File: src/rtl/timer_sched_pkg.sv
// timer_sched_pkg: shared time-base encoding, channel state enum and default sizes
// for the timer_sched block.
package timer_sched_pkg;

  localparam int unsigned NUM_CH_DEF   = 4;
  localparam int unsigned PERIOD_W_DEF = 16;

  typedef enum logic [1:0] {
    UNIT_US   = 2'd0,
    UNIT_MS   = 2'd1,
    UNIT_SEC  = 2'd2,
    UNIT_RSVD = 2'd3
  } unit_e;

  typedef enum logic [1:0] {
    CH_IDLE = 2'd0,
    CH_RUN  = 2'd1,
    CH_DONE = 2'd2
  } ch_state_e;

  // Pick the tick pulse matching a channel's time base; reserved unit never ticks.
  function automatic logic tick_sel(input unit_e unit, input logic us,
                                    input logic ms, input logic sec);
    logic t;
    t = 1'b0;
    case (unit)
      UNIT_US:  t = us;
      UNIT_MS:  t = ms;
      UNIT_SEC: t = sec;
      default:  t = 1'b0;
    endcase
    return t;
  endfunction

endpackage

File: src/rtl/timer_sched_rr_arb.sv
// timer_sched_rr_arb: combinational round-robin arbiter. The search starts at
// ptr_i and wraps; the first requesting channel found gets a one-hot grant.
module timer_sched_rr_arb
  import timer_sched_pkg::*;
#(
  parameter int unsigned NUM_CH = NUM_CH_DEF
) (
  input  logic [NUM_CH-1:0]         req_i,
  input  logic [$clog2(NUM_CH)-1:0] ptr_i,
  output logic [NUM_CH-1:0]         gnt_o
);

  localparam int unsigned CH_W = $clog2(NUM_CH);

  int unsigned     idx;
  logic [CH_W-1:0] sel;
  logic            found;

  // Scan channels in priority order ptr_i, ptr_i+1, ... and grant the first request.
  always_comb begin
    gnt_o = '0;
    found = 1'b0;
    idx   = 0;
    sel   = '0;
    for (int unsigned k = 0; k < NUM_CH; k++) begin
      idx = 32'(ptr_i) + k;
      if (idx >= NUM_CH) idx = idx - NUM_CH;
      sel = CH_W'(idx);
      if (!found && req_i[sel]) begin
        gnt_o[sel] = 1'b1;
        found      = 1'b1;
      end
    end
  end

endmodule

File: src/rtl/timer_sched.sv
// timer_sched: NUM_CH programmable timers driven by us/ms/sec tick pulses. Each
// channel expires after its period, raises a pending bit, and pending channels are
// presented one at a time on a valid/ready event port via round-robin arbitration.
// Optional build macro TIMER_SCHED_OVERRUN_EN enables sticky evt_overrun flags;
// without it evt_overrun is tied low and missed expiries are dropped.
module timer_sched
  import timer_sched_pkg::*;
#(
  parameter int unsigned NUM_CH   = NUM_CH_DEF,
  parameter int unsigned PERIOD_W = PERIOD_W_DEF
) (
  input  logic                      clk_200,
  input  logic                      resetb,
  input  logic                      us_tick,
  input  logic                      ms_tick,
  input  logic                      sec_tick,
  input  logic                      cfg_valid,
  output logic                      cfg_ready,
  input  logic [$clog2(NUM_CH)-1:0] cfg_ch,
  input  logic [1:0]                cfg_unit,
  input  logic [PERIOD_W-1:0]       cfg_period,
  input  logic                      cfg_mode,
  input  logic                      cfg_en,
  output logic                      evt_valid,
  input  logic                      evt_ready,
  output logic [$clog2(NUM_CH)-1:0] evt_ch,
  output logic [NUM_CH-1:0]         ch_active,
  output logic [NUM_CH-1:0]         evt_overrun
);

  localparam int unsigned CH_W = $clog2(NUM_CH);

  ch_state_e           state_q  [NUM_CH];
  ch_state_e           state_d  [NUM_CH];
  logic [PERIOD_W-1:0] cnt_q    [NUM_CH];
  logic [PERIOD_W-1:0] cnt_d    [NUM_CH];
  logic [PERIOD_W-1:0] period_q [NUM_CH];
  logic [PERIOD_W-1:0] period_d [NUM_CH];
  unit_e               unit_q   [NUM_CH];
  unit_e               unit_d   [NUM_CH];
  logic [NUM_CH-1:0]   mode_q, mode_d;
  logic [NUM_CH-1:0]   pend_q, pend_d;

  logic [NUM_CH-1:0]   tick_vec, exp_vec, hs_vec, acc_vec, req_vec, gnt_vec;

  logic                cfg_ready_q, cfg_ready_d;
  logic                evt_valid_q, evt_valid_d;
  logic [CH_W-1:0]     evt_ch_q, evt_ch_d;
  logic [CH_W-1:0]     ptr_q, ptr_d;
  logic [CH_W-1:0]     gnt_idx;

  logic                accept, start_ok, hs, load;

  assign accept   = cfg_valid & cfg_ready_q;
  assign start_ok = cfg_en && (cfg_period != '0) && (cfg_unit != UNIT_RSVD);
  assign hs       = evt_valid_q & evt_ready;
  // The event slot is refilled when empty or when the current event is taken.
  assign load     = !evt_valid_q || hs;

  // Per-channel decode of ticks, expiries, handshake hits and cfg hits.
  always_comb begin
    tick_vec = '0;
    exp_vec  = '0;
    hs_vec   = '0;
    acc_vec  = '0;
    for (int unsigned i = 0; i < NUM_CH; i++) begin
      tick_vec[i] = (state_q[i] == CH_RUN) &&
                    tick_sel(unit_q[i], us_tick, ms_tick, sec_tick);
      exp_vec[i]  = tick_vec[i] && (cnt_q[i] == PERIOD_W'(1));
      hs_vec[i]   = hs && (evt_ch_q == CH_W'(i));
      acc_vec[i]  = accept && (cfg_ch == CH_W'(i));
    end
  end

  // Channel FSM next state; a cfg accept is applied last so it overrides an expiry.
  always_comb begin
    for (int unsigned i = 0; i < NUM_CH; i++) begin
      state_d[i]  = state_q[i];
      cnt_d[i]    = cnt_q[i];
      period_d[i] = period_q[i];
      unit_d[i]   = unit_q[i];
    end
    mode_d = mode_q;
    pend_d = pend_q;
    for (int unsigned i = 0; i < NUM_CH; i++) begin
      if (hs_vec[i]) begin
        pend_d[i] = 1'b0;
        if (state_q[i] == CH_DONE) state_d[i] = CH_IDLE;
      end
      if (tick_vec[i]) begin
        if (exp_vec[i]) begin
          pend_d[i] = 1'b1;
          if (mode_q[i]) cnt_d[i] = period_q[i];
          else           state_d[i] = CH_DONE;
        end else begin
          cnt_d[i] = cnt_q[i] - PERIOD_W'(1);
        end
      end
      if (acc_vec[i]) begin
        pend_d[i] = 1'b0;
        if (start_ok) begin
          state_d[i]  = CH_RUN;
          cnt_d[i]    = cfg_period;
          period_d[i] = cfg_period;
          unit_d[i]   = unit_e'(cfg_unit);
          mode_d[i]   = cfg_mode;
        end else begin
          state_d[i]  = CH_IDLE;
        end
      end
    end
  end

  // Channel state registers.
  always_ff @(posedge clk_200 or negedge resetb) begin
    if (!resetb) begin
      for (int unsigned i = 0; i < NUM_CH; i++) begin
        state_q[i]  <= CH_IDLE;
        cnt_q[i]    <= '0;
        period_q[i] <= '0;
        unit_q[i]   <= UNIT_US;
      end
      mode_q <= '0;
      pend_q <= '0;
    end else begin
      for (int unsigned i = 0; i < NUM_CH; i++) begin
        state_q[i]  <= state_d[i];
        cnt_q[i]    <= cnt_d[i];
        period_q[i] <= period_d[i];
        unit_q[i]   <= unit_d[i];
      end
      mode_q <= mode_d;
      pend_q <= pend_d;
    end
  end

  // The channel being handshaked this cycle must not be granted again.
  assign req_vec = pend_q & ~hs_vec;

  timer_sched_rr_arb #(
    .NUM_CH (NUM_CH)
  ) u_arb (
    .req_i (req_vec),
    .ptr_i (ptr_q),
    .gnt_o (gnt_vec)
  );

  // One-hot grant to channel index.
  always_comb begin
    gnt_idx = '0;
    for (int unsigned i = 0; i < NUM_CH; i++) begin
      if (gnt_vec[i]) gnt_idx = CH_W'(i);
    end
  end

  // Event slot and round-robin pointer next state; held while waiting for evt_ready.
  always_comb begin
    evt_valid_d = evt_valid_q;
    evt_ch_d    = evt_ch_q;
    ptr_d       = ptr_q;
    cfg_ready_d = !accept;
    if (load) begin
      evt_valid_d = |gnt_vec;
      if (|gnt_vec) begin
        evt_ch_d = gnt_idx;
        ptr_d    = (gnt_idx == CH_W'(NUM_CH - 1)) ? '0 : gnt_idx + CH_W'(1);
      end
    end
  end

  // Event, pointer and cfg_ready registers.
  always_ff @(posedge clk_200 or negedge resetb) begin
    if (!resetb) begin
      evt_valid_q <= 1'b0;
      evt_ch_q    <= '0;
      ptr_q       <= '0;
      cfg_ready_q <= 1'b0;
    end else begin
      evt_valid_q <= evt_valid_d;
      evt_ch_q    <= evt_ch_d;
      ptr_q       <= ptr_d;
      cfg_ready_q <= cfg_ready_d;
    end
  end

`ifdef TIMER_SCHED_OVERRUN_EN
  logic [NUM_CH-1:0] ovr_q, ovr_d;

  // An expiry that finds pending still set (not drained or overridden this cycle) is sticky until reconfigured.
  always_comb begin
    ovr_d = (ovr_q | (exp_vec & pend_q & ~hs_vec & ~acc_vec)) & ~acc_vec;
  end

  // Overrun flag register.
  always_ff @(posedge clk_200 or negedge resetb) begin
    if (!resetb) ovr_q <= '0;
    else         ovr_q <= ovr_d;
  end

  assign evt_overrun = ovr_q;
`else
  assign evt_overrun = '0;
`endif

  // Channel activity view.
  always_comb begin
    ch_active = '0;
    for (int unsigned i = 0; i < NUM_CH; i++) begin
      ch_active[i] = (state_q[i] != CH_IDLE);
    end
  end

  assign cfg_ready = cfg_ready_q;
  assign evt_valid = evt_valid_q;
  assign evt_ch    = evt_ch_q;

endmodule

File: config.mk
export PLATFORM = sky130hd
export DESIGN_NAME = timer_sched
export DESIGN_NICKNAME = d
export VERILOG_FILES = /design/src/rtl/timer_sched_pkg.sv /design/src/rtl/timer_sched_rr_arb.sv /design/src/rtl/timer_sched.sv
export SDC_FILE = /design/constraint.sdc
export NUM_CORES = 1
export LEC_CHECK = 0
export CORE_ASPECT_RATIO = 0.6
export CORE_MARGIN = 2
export CORE_UTILIZATION = 62
export CTS_BUF_LIST = sky130_fd_sc_hd__clkbuf_4 sky130_fd_sc_hd__clkbuf_8
export DETAILED_ROUTE_END_ITERATION = 7
export GPL_TIMING_DRIVEN = 0
export PLACE_DENSITY_LB_ADDON = 0.25
export SLEW_MARGIN = 20
export SYNTH_ARGS = -nofsm -noshare
export SYNTH_HDL_FRONTEND = slang
export SYNTH_SLANG_ARGS = --single-unit
File: constraint.sdc
create_clock -name clk_200 -period 3.1 [get_ports clk_200]
set_input_delay 0.775 -clock clk_200 [delete_from_list [all_inputs] [get_ports clk_200]]
set_output_delay 0.775 -clock clk_200 [all_outputs]
set_load 0.02 [all_outputs]
### Placement by cell class

Fill, decap, tap and diode cells in grey.
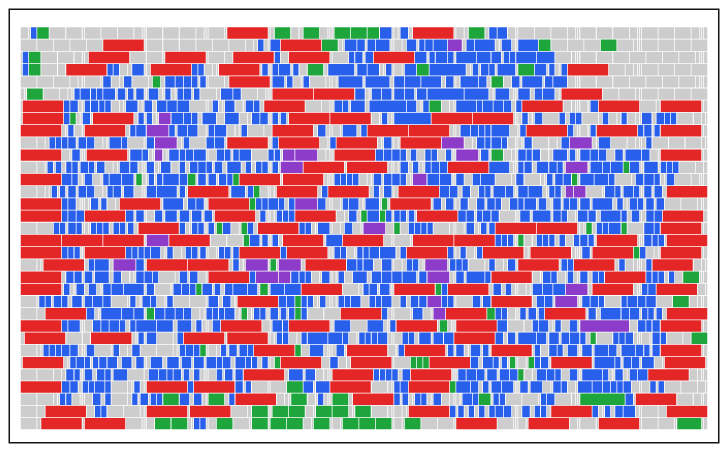
legend:
  clock drivers and dummy loads:
    colour: purple
    cells: 30
  flip-flops:
    colour: red
    cells: 158
  other buffers and delay cells:
    colour: green
    cells: 88
  all other logic:
    colour: blue
    cells: 885

### Signal metal coverage by tile

The die is cut into 32 by 19 equal tiles; dark blue is low, red is high, scaled to the fullest tile. Values are wire area over tile area, all layers added.
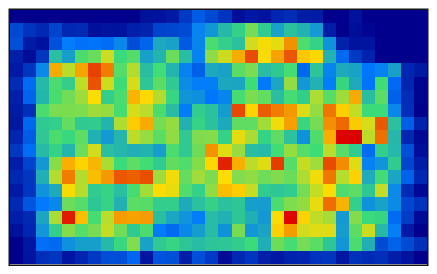
nearly empty tiles: 6.6%
tiles over half the peak: 39%
fullest tile: 0.71
routed wire length: 25,700 um
Vias: 8,604

### Cell placement

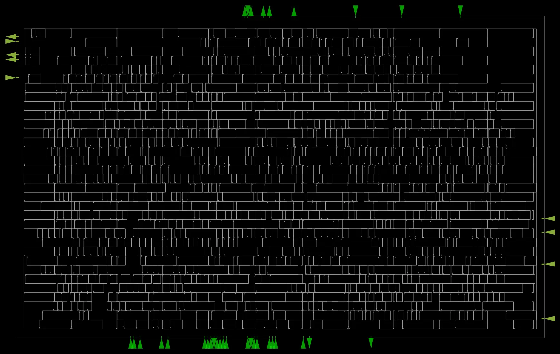
Core ar.: 13,700 sq um
# rows: 33
fin cells: 1,353

### Nets reached from selected ports

Bar = 50 um.
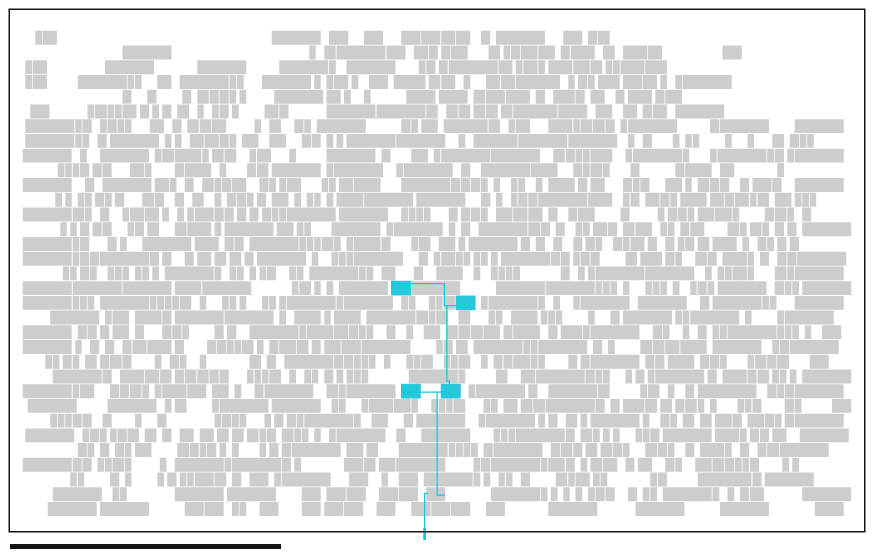
legend:
  `us_tick`:
    colour: cyan
    direction: input
    edge: bottom
    end_cells: 4
    buffers: 1
    wire: 69.8 um

==> results.json <==
{
  "lay_top_count": "nand2_1",
  "reg2reg_to": "evt_ch[0]$_DFFE_PN0P_",
  "nFillCells": 1075,
  "gp_congestion": 0.974,
  "whs_ps": 300,
  "cts_buffer_depth": 2,
  "nNetsFinal": 1195,
  "grt_usage_pct": 35.3,
  "via_per_inst": 6.36,
  "crit_path_start": "evt_ready",
  "slew_viol_final": 0,
  "maxCapViolCount": 0,
  "setup_tns_ps": 0,
  "diodes": 0,
  "layout-drive-gt1-share_pct": 6.89,
  "n_all_buffers": 88,
  "yosys_cells": 1086,
  "clock_skew_ps": 13.8,
  "ff_latch_area_sq_um": 3950,
  "met2WireLength_um": 10600,
  "logic_family": "simple AND/OR/NAND/NOR gates",
  "ys_types": 71,
  "clkSinkCount": 158,
  "holdBufCountCts": 0,
  "wl_per_cell_um": 19.0,
  "status": "complete, no violations",
  "worst_setup_path_end_kind": "register",
  "yosysTopAreaCell": "dfrtp_1",
  "cts_max_level": 4,
  "grt_pass1_vias": 7669,
  "met1_usage_pct": 52.7,
  "min_period_ps": 3050,
  "fp_util_pct": 64.0,
  "cts_root_buf": "clkbuf_8",
  "power_density_nw_per_um2": 722,
  "io_pins": 41,
  "busiest_layer": "met1",
  "power_uw": 7110,
  "synth-edff-count": 0,
  "timing.rr.start": "ptr_q[0]$_DFFE_PN0P_"
}
power by group:
part	leakage (uW)	internal, uW	switching [uW]	total, uW
clock network	0.000181	689	777	1470
registers	0.00198	2670	685	3360
logic	0.00226	961	1330	2290
total	0.00442	4320	2790	7110
worst max-delay path, stage by stage:
cell	delay (ps)
clkdlybuf4s50_1	590
nand4b_1	270
a32oi_1	430
a21oi_1	200
mux2_1	350
a211o_1	360
a21o_1	210
a21o_1	190
sequential cells by signal, summed over array words and instances, names as in the netlist:
name / count
cfg_ready: 1
cnt_q: 64
evt_ch: 2
evt_valid: 1
mode_q: 4
pend_q: 4
period_q: 64
ptr_q: 2
state_q: 8
unit_q: 8
Power and IR drop assume default switching activity.
